<file path="src/rtl/io_pkg.sv">
// Shared definitions for the board I/O receive path.
package io_pkg;

   typedef enum logic {
      IDLE   = 1'b0,
      SETTLE = 1'b1
   } state_e;

   localparam int SW_WIDTH       = 16;
   localparam int SIM_DEBOUNCE   = 16;
   localparam int BOARD_DEBOUNCE = 1_000_000;

endpackage

</file>
<file path="src/rtl/sync_2ff.sv">
// Two-flop synchronizer for a vector of asynchronous inputs.
module sync_2ff #(
   parameter int WIDTH = 16
) (
   input  logic             clk_i,
   input  logic             rst_ni,
   input  logic [WIDTH-1:0] d_i,
   output logic [WIDTH-1:0] q_o
);

   logic [WIDTH-1:0] s1_q;
   logic [WIDTH-1:0] s2_q;

   // First flop may go metastable; second flop gives it a full cycle to resolve.
   always_ff @(posedge clk_i or negedge rst_ni) begin
      if (!rst_ni) begin
         s1_q <= '0;
         s2_q <= '0;
      end else begin
         s1_q <= d_i;
         s2_q <= s1_q;
      end
   end

   assign q_o = s2_q;

endmodule

</file>
<file path="src/rtl/sw_debounce_capture.sv">
// Slide-switch receiver: synchronizes SW, debounces the whole vector, and keeps a
// sticky mask of changed bits that the processor reads and acknowledges.
module sw_debounce_capture
   import io_pkg::*;
#(
   parameter int WIDTH           = SW_WIDTH,
   parameter int DEBOUNCE_CYCLES = SIM_DEBOUNCE
) (
   input  logic             CLK,
   input  logic             Reset,
   input  logic [WIDTH-1:0] SW,
   output logic [WIDTH-1:0] SwStable,
   output logic [WIDTH-1:0] SwChanged,
   output logic             SwEvent,
   input  logic             RdAck
);

   localparam int             CNT_W    = $clog2(DEBOUNCE_CYCLES);
   localparam logic [CNT_W-1:0] CNT_LAST = CNT_W'(DEBOUNCE_CYCLES - 1);

   logic [WIDTH-1:0] sw_s2;
   state_e           state_q;
   logic [WIDTH-1:0] cand_q;
   logic [CNT_W-1:0] cnt_q;
   logic [WIDTH-1:0] stable_q;
   logic [WIDTH-1:0] changed_q;
   logic [WIDTH-1:0] changed_d;
   logic             event_q;
   logic             commit;

   sync_2ff #(
      .WIDTH (WIDTH)
   ) u_sync (
      .clk_i  (CLK),
      .rst_ni (Reset),
      .d_i    (SW),
      .q_o    (sw_s2)
   );

   // Candidate has been seen unchanged for the full settle window.
   assign commit = (state_q == SETTLE) && (sw_s2 == cand_q) && (cnt_q == CNT_LAST);

   // Ack clears old bits first, so a change committed on the ack edge still survives.
   always_comb begin
      changed_d = RdAck ? '0 : changed_q;
      if (commit) begin
         changed_d = changed_d | (stable_q ^ cand_q);
      end
   end

   // Debounce FSM with settle counter, committed value and sticky event register.
   always_ff @(posedge CLK or negedge Reset) begin
      if (!Reset) begin
         state_q   <= IDLE;
         cand_q    <= '0;
         cnt_q     <= '0;
         stable_q  <= '0;
         changed_q <= '0;
         event_q   <= 1'b0;
      end else begin
         changed_q <= changed_d;
         event_q   <= |changed_d;
         case (state_q)
            IDLE: begin
               if (sw_s2 != stable_q) begin
                  cand_q  <= sw_s2;
                  cnt_q   <= '0;
                  state_q <= SETTLE;
               end
            end
            SETTLE: begin
               if (sw_s2 != cand_q) begin
                  // Bounce restarts the window; bouncing back to the committed value is a glitch.
                  cand_q <= sw_s2;
                  cnt_q  <= '0;
                  if (sw_s2 == stable_q) begin
                     state_q <= IDLE;
                  end
               end else if (cnt_q != CNT_LAST) begin
                  cnt_q <= cnt_q + CNT_W'(1);
               end else begin
                  stable_q <= cand_q;
                  state_q  <= IDLE;
               end
            end
            default: state_q <= IDLE;
         endcase
      end
   end

   assign SwStable  = stable_q;
   assign SwChanged = changed_q;
   assign SwEvent   = event_q;

endmodule
</file>
<file path="config.mk">
export PLATFORM = sky130hd
export DESIGN_NAME = sw_debounce_capture
export DESIGN_NICKNAME = d
export VERILOG_FILES = /design/src/rtl/io_pkg.sv /design/src/rtl/sync_2ff.sv /design/src/rtl/sw_debounce_capture.sv
export SDC_FILE = /design/constraint.sdc
export NUM_CORES = 1
export LEC_CHECK = 0
export CORE_MARGIN = 1.5
export CORE_UTILIZATION = 57
export CTS_BUF_LIST = sky130_fd_sc_hd__clkbuf_16
export DETAILED_ROUTE_END_ITERATION = 12
export GPL_ROUTABILITY_DRIVEN = 0
export PLACE_DENSITY = 0.95
export SLEW_MARGIN = 25
export SYNTH_ARGS = -nofsm -noshare
export SYNTH_HDL_FRONTEND = slang
export SYNTH_SLANG_ARGS = --single-unit
</file>
<file path="constraint.sdc">
create_clock -name CLK -period 4.95 [get_ports CLK]
set_input_delay 0.495 -clock CLK [delete_from_list [all_inputs] [get_ports CLK]]
set_output_delay 0.495 -clock CLK [all_outputs]
set_load 0.02 [all_outputs]
</file>
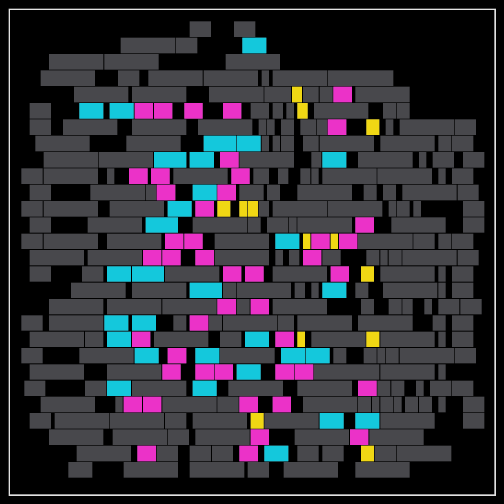
**Above:** logic cells by family.
Scale: 6 px per um.
- yellow: nand cells (cells 13)
- magenta: xor and xnor cells (cells 45)
- cyan: mux cells (cells 30)

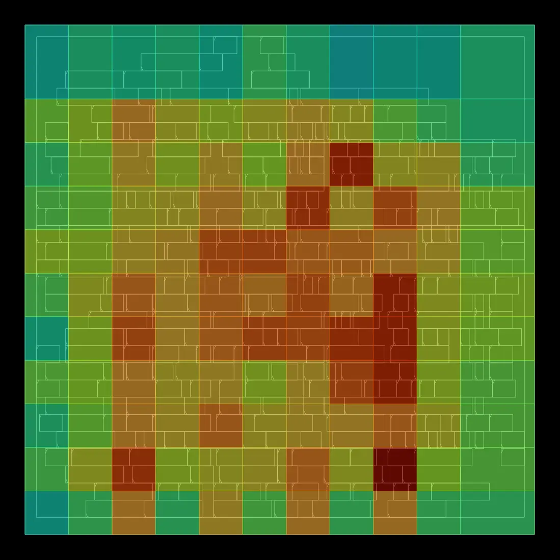
**Above:** routing congestion.
final core utilization: 73.4%
total routing resource utilization after global routing: 24.8%
met2 global-route usage: 41.1%
global-route layer with the greatest usage: met2
DR WL/cell: 18.1 um

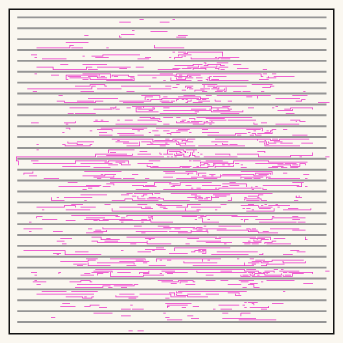
**Above:** metal 1.
Scale: 4 px per um. Supply wires on this layer in gray.
- share of all routed wire: 41%
- wire length on this layer: 2910 um
- nets with wire on the layer: 291
Detailed Route WL: 7090 um
vias after detailed routing: 2189
fraction of met1 tracks used by global routing: 30.3%

==> results.py <==
# Metrics from the implementation run
metrics = {
    "status": {
        "run_status": "completed",
    },
    "synthesis": {
        "yosys.stat.seqShare_pct": 62.5,
        "synthesized_netlist_net_count": 276,
        "syn_avg_cell_area_um2": 13.5,
        "post_synth_inst_count": 256,
        "yosys.area_share.aoi_pct": 5.74,
        "yosys.area_share.simple_pct": 5.70,
        "synth_async_sr_flop_share_pct": 100,
        "yosys.area_share.adder_pct": 0.363,
        "synth.cell_area_mm2": 0.00344,
        "netlist-cell-type-count": 30,
        "cell_total_in_the_yosys_stat_output": 256,
        "ys_top_logic_family": "XOR/XNOR gates",
        "mux_area_share_pct": 10.4,
        "synth.cellmix.xorXnorShare_pct": 11.4,
        "ys.flop_type": "dfrtp_1",
        "edff_count_synth": 0,
        "ys_area_mm2": 0.00344,
    },
    "clock_tree": {
        "clk_latency_ps": 340,
        "cts.reportedPaths.clkPinSlew_ps": 60,
        "sinks_on_clock_net": 86,
        "post_cts_sizing": 0,
        "cts_h_tree_depth": 3,
        "cts_hold_buffers": 0,
        "clk_root_buffer_cell": "clkbuf_16",
        "numCtsBuffers": 9,
        "postCtsSetupRepairBufs": 0,
        "ctsLongestPathBuffers": 2,
        "tritoncts": "built",
    },
    "setup_path": {
        "cp_max_fo": 27,
        "rr_worst_depth": 6,
        "worst_r2r_endpoint": "SwStable[0]",
        "critPathLaunchType": "flip-flop",
        "setup_slack_on_the_worst_flop_to_flop_path_ps": 2260,
        "crit_buf_inv": 1,
        "sequence_of_cells_on_the_critical_path": "xnor2_1 -> nand4_1 -> or4_4 -> or3_1 -> buf_4 -> mux2_2",
        "timing.critical_path.slowest_stage_cell": "or3_1",
        "critPathCaptureType": "flip-flop",
        "worst_ep_arrival_time_ps": 2910,
        "timing.critical_path.slowest_cell_delay_ps": 660,
        "worstSetupPathType": "flip-flop to flip-flop",
        "r2r_start": "u_sync.q_o[4]",
        "cp.required_ps": 5170,
        "crit_family": "simple AND/OR/NAND/NOR gates",
    },
    "grt": {
        "grt_pass1_vias": 2296,
        "global_route.usage.met3_pct": 4.43,
        "grt_pass1_wl_um": 11600,
        "globalRoute.totalOverflow": 0,
        "grt_start_max_net_pins": 87,
        "antenna_found_initial": 0,
    },
    "power_and_ir_drop": {
        "power.clock.fraction_pct": 46.7,
        "internal_power_mw": 1.19,
        "total_switching_power_mw": 0.324,
        "power.density_cell_area_mw_per_mm2": 352,
        "power.share.switching_pct": 21.4,
        "power.share.sequential_pct": 48.9,
        "leakage_nw": 1.86,
    },
    "floorplan": {
        "floorplan.rows": 28,
        "floorplan.die.height_um": 80.7,
        "io_pins": 52,
        "floorplan.die_area_mm2": 0.00652,
        "die_width_um": 80.7,
        "core_region_area_mm2": 0.00589,
        "initCoreUtil_pct": 58.5,
    },
    "drt": {
        "detail_route.drc_violations": 0,
        "first_pass_iters": 4,
        "dr.first_iter.drc_count": 194,
        "detail_route.vias_per_cell": 5.58,
        "drtAntennaViolNets": 0,
    },
    "place": {
        "detailedPlace.worstSlack_ps": 2280,
        "place_inst": 376,
        "port-buffer-count": 51,
    },
    "timing": {
        "timing.final.hold_violations": 0,
        "clock.fmax_mhz": 372,
        "timing.final.max_slew_violations": 0,
        "setup_repair_after_global_routing_missed_its_margin": "no",
        "final_critical_delay_including_setup_and_external_delays_ps": 2690,
        "totalNegativeSetupSlack_ps": 0,
        "tightest_slew_ps": 943,
        "setup_viol": 0,
        "worst_clock_skew_ps": 6.42,
    },
    "finish": {
        "layout-area-overhead-vs-synth_pct": 25.4,
        "final-instance-count-excl-fill": 392,
        "number_of_fill_cells_in_the_layout": 386,
        "drive_above_1_share_pct": 15.1,
        "layout.nets": 332,
    },
    "flow_run": {
        "max_cap_violations": 0,
        "stage_log_warnings": 26,
    },
    "hold_path": {
        "worst_hold_path_type": "input port to asynchronous set/reset pin",
    },
}
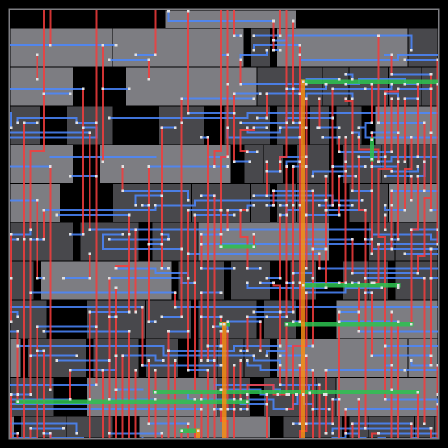
**Above:** close-up of the layout.
Region (25, 42) to (55, 72) um. Cells in gray, sequential cells in the stronger gray; small squares are vias.
- orange: M4
- red: M2
- blue: M1
- green: M3
- most frequent: dfrtp_1 (12), xnor2_1 (7)
- sequential cells in the window: 12
- netlist names of flops here include: `SwStable` (4), `cand_q` (3), `u_sync.q_o` (2)
- cells with their middle in the window: 68

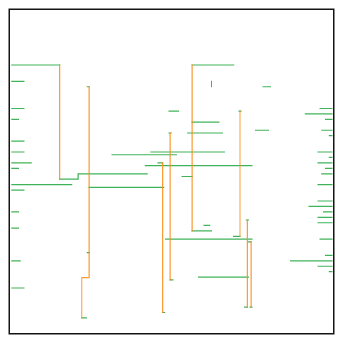
**Above:** wiring by layer.
Scale: 4 px per um. Only two layers are drawn.
- green: M3 (wire length 313 um)
- orange: M4 (wire length 273 um)

placed cells by master (no fill, tap or decap), types with 3 or more instances in the layout:
cell type        netlist  routed
xor2_1                23      23
clkinv_1               0       3
mux2_4                 5       5
xnor2_1               22      22
dfrtp_1               86      86
o21ai_0                6       6
nand2_1                4       4
clkbuf_16              0       9
inv_1                 21      21
nand3_1                3       3
nor4_1                10      10
o22ai_1               17      17
nor2_1                 5       4
clkdlybuf4s50_1        0      50
nand4_1                6       6
mux2_2                25      25
power groups by stage:
stage               Clock (mW)  Combinational, mW  Sequential (mW)
floorplan                    0             0.0307            0.750
global placement             0             0.0636            0.752
detailed placement           0             0.0665            0.755
CTS                      0.714             0.0673            0.742
global route             0.738             0.0735            0.745
finish                   0.708             0.0669            0.743
logic make-up after synthesis:
logic type	after synthesis
simple gates	35
flops	86
compound gates	31
xor+xnor	45
buf+inv	28
mux	30
fa+ha+maj	1
state kept, by name, indices dropped and copies added, names as in the netlist:
register / cells
SwEvent: 1
u_sync.q_o: 16
SwStable: 16
cnt_q: 4
SwChanged: 16
cand_q: 16
u_sync.s1_q: 16
state_q: 1
cell usage after synthesis, types with 2 or more instances:
master | count | area share [%]
o31ai_1 | 2 | 0.44
xnor2_1 | 22 | 5.6
o22ai_1 | 17 | 3.1
inv_1 | 21 | 2.3
nand2_1 | 4 | 0.44
nor4_1 | 10 | 1.8
nand4_1 | 6 | 1.1
dfrtp_1 | 86 | 62
xor2_1 | 23 | 5.9
a21oi_1 | 2 | 0.29
nor2_1 | 5 | 0.55
o21ai_0 | 6 | 0.87
buf_6 | 2 | 0.65
nor3_1 | 2 | 0.29
nand3_1 | 3 | 0.44
buf_2 | 2 | 0.29
or3_1 | 2 | 0.36
mux2_2 | 25 | 8.2
mux2_4 | 5 | 2.2
worst reg2reg max path, delay by kind of cell, from the launching register on:
| kind | cells | cell delay, ps |
|---|---|---|
| mux | 1 | 300 |
| flops | 1 | 430 |
| simple gates | 3 | 1280 |
| xor+xnor | 1 | 200 |
| buf+inv | 1 | 350 |
routing by layer:
layer | vias up | share of wire (%)
met2 | 75 | 51
met1 | 1092 | 41
met3 | 20 | 4.4
li1 | 1002 | -
met4 | 0 | 3.8
met5 | - | 0
worst max-delay path by stage:
stage,start,to,cells after the start
5_1_grt,cand_q[2],SwStable[0],6
3_5_place_dp,cand_q[4],SwStable[2],6
2_1_floorplan,cand_q[6],SwStable[10],7
4_1_cts,cand_q[4],SwStable[2],6
3_3_place_gp,cand_q[4],SwStable[4],6
6_report,u_sync.q_o[4],SwStable[0],6
per-stage QoR:
stage | area [um2] | hold WS, ps | total power, mW | utilization (%)
CTS | 4310 | 349 | 1.52 | 73.3
detailed placement | 4000 | 336 | 0.822 | 68.0
global route | 4320 | 273 | 1.56 | 73.4
finish | 4320 | 203 | 1.52 | 73.4
global placement | 4000 | 332 | 0.815 | 68.0
floorplan | 3440 | 199 | 0.780 | -
cell type report:
cell class	count	area, um2	share of cell area, %
multi-input combinational	142	1160	26.9
timing repair buffer	52	519	12.0
clock buffer	9	225	5.22
clock inverter	7	88.8	2.06
sequential	86	2150	49.8
inverter	21	78.8	1.83
tap	75	93.8	2.17
Power figures rest on the tool's default switching activity, not on a simulated workload.
